pdn.png
Pins as bars on the die edge. Tap cells in grey.
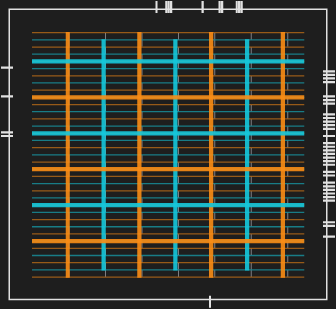
cell_classes.png
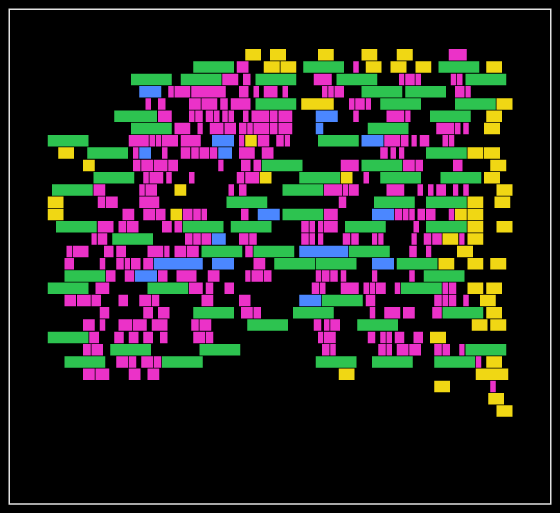
clock_map.png
Bar = 20 um.
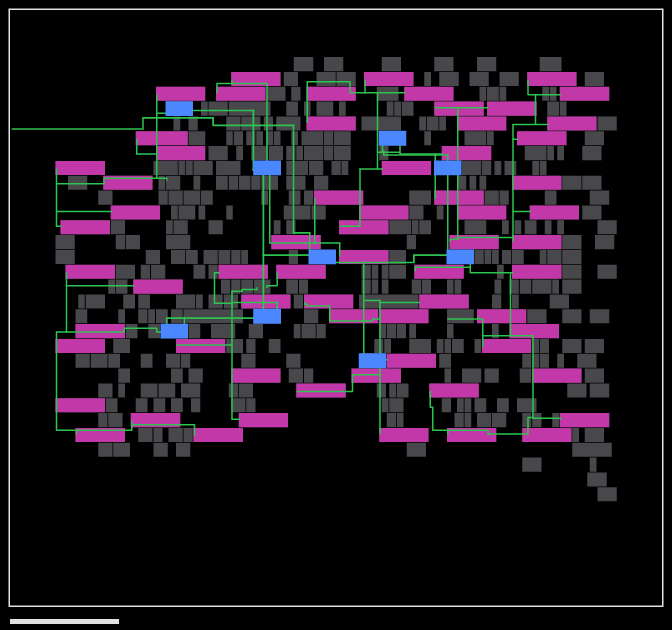
metal_stack.png
Bar = 20 um.
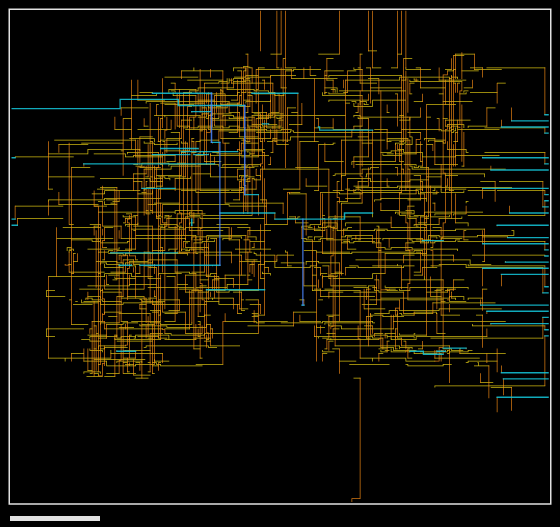
final_congestion.png
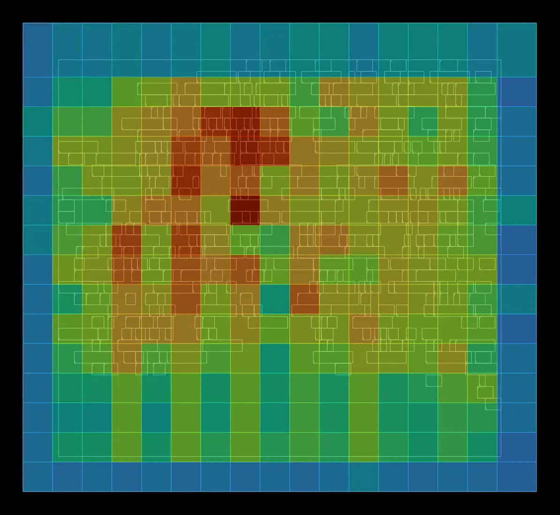
## config.mk

```make
export PLATFORM = sky130hd
export DESIGN_NAME = sprite_sequencer_flat
export DESIGN_NICKNAME = d
export VERILOG_FILES = /design/src/rtl/sprite_sequencer_if.sv /design/src/rtl/sprite_sequencer.sv /design/src/flat_wrapper.sv
export SDC_FILE = /design/constraint.sdc
export NUM_CORES = 1
export LEC_CHECK = 0
export ABC_CLOCK_PERIOD_IN_PS = 2800
export CAP_MARGIN = 20
export CORE_ASPECT_RATIO = 0.9
export CORE_MARGIN = 8
export CORE_UTILIZATION = 35
export DETAILED_ROUTE_END_ITERATION = 7
export MAX_ROUTING_LAYER = met4
export PLACE_DENSITY = 0.61
export SLEW_MARGIN = 15
export SYNTH_ARGS = -nofsm -noshare
export SYNTH_HDL_FRONTEND = slang
export SYNTH_SLANG_ARGS = --single-unit
export TNS_END_PERCENT = 50
```

## constraint.sdc

```tcl
create_clock -name clock -period 2.8 [get_ports clock]
set_clock_uncertainty 0.2 [all_clocks]
set_input_delay 0.42 -clock clock [delete_from_list [all_inputs] [get_ports clock]]
set_output_delay 0.42 -clock clock [all_outputs]
set_load 0.02 [all_outputs]
```

## src/rtl/sprite_sequencer_if.sv

```systemverilog
// Request/handshake and datapath-control bundle between a sprite client and the sequencer.
interface sprite_sequencer_if;
    logic       go;
    logic [7:0] x_new;
    logic [6:0] y_new;
    logic [2:0] colour_new;
    logic       load_x;
    logic       load_y;
    logic       draw;
    logic       erase;
    logic       plot;
    logic [7:0] x_pos;
    logic [6:0] y_pos;
    logic [2:0] colour;
    logic       busy;
    logic       done;

    modport master (
        output go, x_new, y_new, colour_new,
        input  load_x, load_y, draw, erase, plot, x_pos, y_pos, colour, busy, done
    );

    modport slave (
        input  go, x_new, y_new, colour_new,
        output load_x, load_y, draw, erase, plot, x_pos, y_pos, colour, busy, done
    );
endinterface

```

## src/rtl/sprite_sequencer.sv

```systemverilog
// Sprite move sequencer: erases the 4x4 sprite at its old origin, draws it at the new
// (clamped) origin, then holds for one frame before accepting another request.
module sprite_sequencer #(
    parameter int unsigned FRAME_TICKS = 833333,
    parameter int unsigned MAX_X       = 156,
    parameter int unsigned MAX_Y       = 116
) (
    input  logic               clock,
    input  logic               reset,
    sprite_sequencer_if.slave  bus
);

    localparam int unsigned HoldW    = (FRAME_TICKS > 1) ? $clog2(FRAME_TICKS) : 1;
    localparam logic [HoldW-1:0] HoldLast = HoldW'(FRAME_TICKS - 1);
    localparam logic [7:0]       MaxXV    = 8'(MAX_X);
    localparam logic [6:0]       MaxYV    = 7'(MAX_Y);

    typedef enum logic [2:0] {
        StIdle, StLoadOld, StErase, StLoadNew, StDraw, StHold
    } state_e;

    state_e           state_q, state_d;
    logic [3:0]       cnt_q, cnt_d;
    logic [HoldW-1:0] hold_q, hold_d;
    logic             drawn_q, drawn_d;
    logic             done_q, done_d;
    logic [7:0]       px_q, px_d, x_q, x_d;
    logic [6:0]       py_q, py_d, y_q, y_d;
    logic [2:0]       pc_q, pc_d, c_q, c_d;
    logic [7:0]       x_clamp;
    logic [6:0]       y_clamp;
    logic             load, draw, erase, busy;

    assign x_clamp = (bus.x_new > MaxXV) ? MaxXV : bus.x_new;
    assign y_clamp = (bus.y_new > MaxYV) ? MaxYV : bus.y_new;

    // State and datapath registers; reset wipes everything so outputs are 0 immediately.
    always_ff @(posedge clock or posedge reset) begin
        if (reset) begin
            state_q <= StIdle;
            cnt_q   <= '0;
            hold_q  <= '0;
            drawn_q <= 1'b0;
            done_q  <= 1'b0;
            px_q    <= '0;
            py_q    <= '0;
            pc_q    <= '0;
            x_q     <= '0;
            y_q     <= '0;
            c_q     <= '0;
        end else begin
            state_q <= state_d;
            cnt_q   <= cnt_d;
            hold_q  <= hold_d;
            drawn_q <= drawn_d;
            done_q  <= done_d;
            px_q    <= px_d;
            py_q    <= py_d;
            pc_q    <= pc_d;
            x_q     <= x_d;
            y_q     <= y_d;
            c_q     <= c_d;
        end
    end

    // Next-state logic and decoded datapath controls.
    always_comb begin
        state_d = state_q;
        cnt_d   = cnt_q;
        hold_d  = hold_q;
        drawn_d = drawn_q;
        done_d  = 1'b0;
        px_d    = px_q;
        py_d    = py_q;
        pc_d    = pc_q;
        x_d     = x_q;
        y_d     = y_q;
        c_d     = c_q;
        load    = 1'b0;
        draw    = 1'b0;
        erase   = 1'b0;
        busy    = 1'b1;
        unique case (state_q)
            StIdle: begin
                busy   = 1'b0;
                cnt_d  = '0;
                hold_d = '0;
                if (bus.go) begin
                    px_d = x_clamp;
                    py_d = y_clamp;
                    pc_d = bus.colour_new;
                    if (drawn_q) begin
                        state_d = StLoadOld;
                    end else begin
                        // Skipping the erase leg: the new origin is presented on LOAD_NEW entry.
                        state_d = StLoadNew;
                        x_d     = x_clamp;
                        y_d     = y_clamp;
                        c_d     = bus.colour_new;
                    end
                end
            end
            StLoadOld: begin
                load    = 1'b1;
                cnt_d   = '0;
                state_d = StErase;
            end
            StErase: begin
                erase = 1'b1;
                cnt_d = cnt_q + 4'd1;
                if (cnt_q == 4'd15) begin
                    state_d = StLoadNew;
                    x_d     = px_q;
                    y_d     = py_q;
                    c_d     = pc_q;
                end
            end
            StLoadNew: begin
                load    = 1'b1;
                cnt_d   = '0;
                state_d = StDraw;
            end
            StDraw: begin
                draw  = 1'b1;
                cnt_d = cnt_q + 4'd1;
                if (cnt_q == 4'd15) begin
                    state_d = StHold;
                    drawn_d = 1'b1;
                    hold_d  = '0;
                end
            end
            StHold: begin
                hold_d = hold_q + HoldW'(1);
                if (hold_q == HoldLast) begin
                    state_d = StIdle;
                    done_d  = 1'b1;
                end
            end
            default: state_d = StIdle;
        endcase
    end

    assign bus.load_x = load;
    assign bus.load_y = load;
    assign bus.draw   = draw;
    assign bus.erase  = erase;
    assign bus.plot   = draw | erase;
    assign bus.x_pos  = x_q;
    assign bus.y_pos  = y_q;
    assign bus.colour = c_q;
    assign bus.busy   = busy;
    assign bus.done   = done_q;

endmodule

```

## src/flat_wrapper.sv

```systemverilog
// flat-port wrapper written by rule: the top's interface ports become plain ports
module sprite_sequencer_flat 
#(
    parameter int unsigned FRAME_TICKS = 833333,
    parameter int unsigned MAX_X       = 156,
    parameter int unsigned MAX_Y       = 116
)
  (clock, reset, bus_go, bus_x_new, bus_y_new, bus_colour_new, bus_load_x, bus_load_y, bus_draw, bus_erase, bus_plot, bus_x_pos, bus_y_pos, bus_colour, bus_busy, bus_done);
  sprite_sequencer_if bus_i ();
  input  logic clock;
  input  logic reset;
  input wire logic [$bits(bus_i.go)-1:0] bus_go;
  input wire logic [$bits(bus_i.x_new)-1:0] bus_x_new;
  input wire logic [$bits(bus_i.y_new)-1:0] bus_y_new;
  input wire logic [$bits(bus_i.colour_new)-1:0] bus_colour_new;
  output wire logic [$bits(bus_i.load_x)-1:0] bus_load_x;
  output wire logic [$bits(bus_i.load_y)-1:0] bus_load_y;
  output wire logic [$bits(bus_i.draw)-1:0] bus_draw;
  output wire logic [$bits(bus_i.erase)-1:0] bus_erase;
  output wire logic [$bits(bus_i.plot)-1:0] bus_plot;
  output wire logic [$bits(bus_i.x_pos)-1:0] bus_x_pos;
  output wire logic [$bits(bus_i.y_pos)-1:0] bus_y_pos;
  output wire logic [$bits(bus_i.colour)-1:0] bus_colour;
  output wire logic [$bits(bus_i.busy)-1:0] bus_busy;
  output wire logic [$bits(bus_i.done)-1:0] bus_done;
  assign bus_i.go = bus_go;
  assign bus_i.x_new = bus_x_new;
  assign bus_i.y_new = bus_y_new;
  assign bus_i.colour_new = bus_colour_new;
  assign bus_load_x = bus_i.load_x;
  assign bus_load_y = bus_i.load_y;
  assign bus_draw = bus_i.draw;
  assign bus_erase = bus_i.erase;
  assign bus_plot = bus_i.plot;
  assign bus_x_pos = bus_i.x_pos;
  assign bus_y_pos = bus_i.y_pos;
  assign bus_colour = bus_i.colour;
  assign bus_busy = bus_i.busy;
  assign bus_done = bus_i.done;
  sprite_sequencer #(.FRAME_TICKS(FRAME_TICKS), .MAX_X(MAX_X), .MAX_Y(MAX_Y)) u_core (.clock(clock), .reset(reset), .bus(bus_i));
endmodule
```

==> changes_impl.md <==
### Physical design

* Final WS setup at 0.134 ns
* CTS sink count at 65
* Via-to-Cell Ratio at 5.44
* Share of the yosys chip area belonging to registers at 48.1%
* Wire length per cell at 15.7 um
* Starting density of the core at 35.5%
* Clock root cell: sky130_fd_sc_hd__clkbuf_8
* Min cycle time layout at 2.67 ns
* Most frequent cells in the layout: sky130_fd_sc_hd__dfrtp_1, sky130_fd_sc_hd__nand2_1, sky130_fd_sc_hd__clkdlybuf4s50_1
* Basic Gates by Area at 22.5%
* Ranking of synthesized cells by instance count: sky130_fd_sc_hd__dfrtp_1, sky130_fd_sc_hd__nand2_1, sky130_fd_sc_hd__a21oi_1, sky130_fd_sc_hd__o21ai_0, sky130_fd_sc_hd__nor2_1
* CORE AREA at 9530 sq um
* First-pass GRT wire length at 14000 um
* Result of the run: completed
* Final hold violation count at 0
* Count of input and output buffers at 45
* Syn_area_per_cell at 9.38 sq um
* Via count of the first global-routing pass at 2712
* CP required at 2.18 ns
* Warnings from Yosys at 0
* FA/HA/MAJ Cells, Area Fraction at 1.11%
* Number of different library cells in the post-synthesis netlist at 53
* Number of buffers added to fix hold violations after cts at 0
* Maximum number of pins on one net before global-route repair at 66
* Power density normalized to cell area at 459 nW/um^2
* Worst vdd ir at 266 uV
* Total number of warnings across the stage logs at 27
* H-tree Lvls at 3
* Headroom to the max-slew limit at 48.0%
* Crit Path Max Fanout at 12
* Post-CTS Setup Repair Bufs at 0
* Transition time of the tightest slew-check pin at 0.777 ns
* Antenna-violating nets left at 0
* Most popular library cell in the synthesized design by count: sky130_fd_sc_hd__dfrtp_1
* Inserted Clock Buffers at 9
* Total inserted antenna cells at 0
* Crit path buf inv count at 1
* Detailed-routing iteration count for the pre-antenna-repair pass at 4
* Crit-path cells: nand3_2, nand2_1, clkdlybuf4s50_1
## Picture notes: pdn.png
[cyan] VDD
[orange] VSS
met1 rails: 35
met4 straps: 7
rows: 34

## Picture notes: cell_classes.png
[green] flops | cells: 65
[yellow] other buffers and delay cells | cells: 54
[blue] clock drivers and dummy loads | cells: 16
[magenta] all other logic | cells: 274
flop share of the area: 38.8%
cell area after layout: 4200 sq um

## Picture notes: clock_map.png
[green] clock wires | length: 906 um
[blue] cells driving clock nets | count: 9
[magenta] flip-flops | count: 65
routed clock nets: 10
clock share of power: 47.2%
worst skew pair latency: 0.34 ns
Clock net power: 0.910 mW

## Picture notes: metal_stack.png
[orange] met2 | wire length: 3620 um
[yellow] met1 | wire length: 4170 um
[blue] met4 | wire length: 76.8 um
[cyan] met3 | wire length: 501 um
aggregate global-route resource usage: 13.5%
vias after detailed routing: 2910

## Picture notes: final_congestion.png
met1 global-route usage: 18.5%
core utilization of the finished layout: 44.1%
busiest layer in global routing: met2
met2 Resource Use GR: 18.9%

==> cell families after synthesis <==
| kind of cell | after synthesis |
|---|---|
| AOI/OAI and AO/OA | 98 |
| adders and majority gates | 3 |
| muxes | 13 |
| buffers and inverters | 37 |
| DFF | 65 |
| and+or+nand+nor | 144 |
==> cell type report <==
cell class / instances / area (sq um)
inverters: 16 / 60.1
multi-input cells: 258 / 1580
fillers: 932 / 5330
clock buffers: 10 / 138
clock inverters: 6 / 90.1
well taps: 126 / 158
repair buffers: 54 / 543
flip-flops and latches: 65 / 1630
==> sequential cells by signal (all words and copies together) (netlist names) <==
register,cells
u_core.hold_q,20
u_core.bus.x_pos,8
u_core.px_q,8
u_core.bus.y_pos,7
u_core.py_q,7
u_core.cnt_q,4
u_core.bus.colour,3
u_core.pc_q,3
u_core.state_q,3
u_core.bus.done,1
u_core.drawn_q,1
==> routing by layer <==
layer,GRT usage (%),vias to the layer above,part of all wire (%)
li1,-,1412,-
met5,-,-,0
met1,18.5,1407,50
met2,18.9,82,43
met3,3.62,9,6.0
met4,4.45,0,0.91
==> worst paths after layout <==
| path | to | cells after the start | slack [ns] | from |
|---|---|---|---|---|
| worst max-delay path | bus_plot | 3 | 0.13 | u_core.state_q[1] |
| worst min-delay path | u_core.bus.x_pos[3] | 3 | 0.27 | reset |
| worst max register to register | u_core.hold_q[5] | 5 | 0.50 | u_core.cnt_q[0] |
| worst min register to register | u_core.px_q[2] | 2 | 0.29 | u_core.px_q[2] |
| max in group asynchronous | u_core.state_q[0] | 3 | 1.81 | reset |
| min in group clock | u_core.px_q[2] | 2 | 0.29 | u_core.px_q[2] |
==> where the power goes <==
part / switching [mW] / internal (mW)
Clock: 0.382 / 0.528
Combinational: 0.0423 / 0.0372
Sequential: 0 / 0.938
Power is estimated from default activity; no workload was simulated.
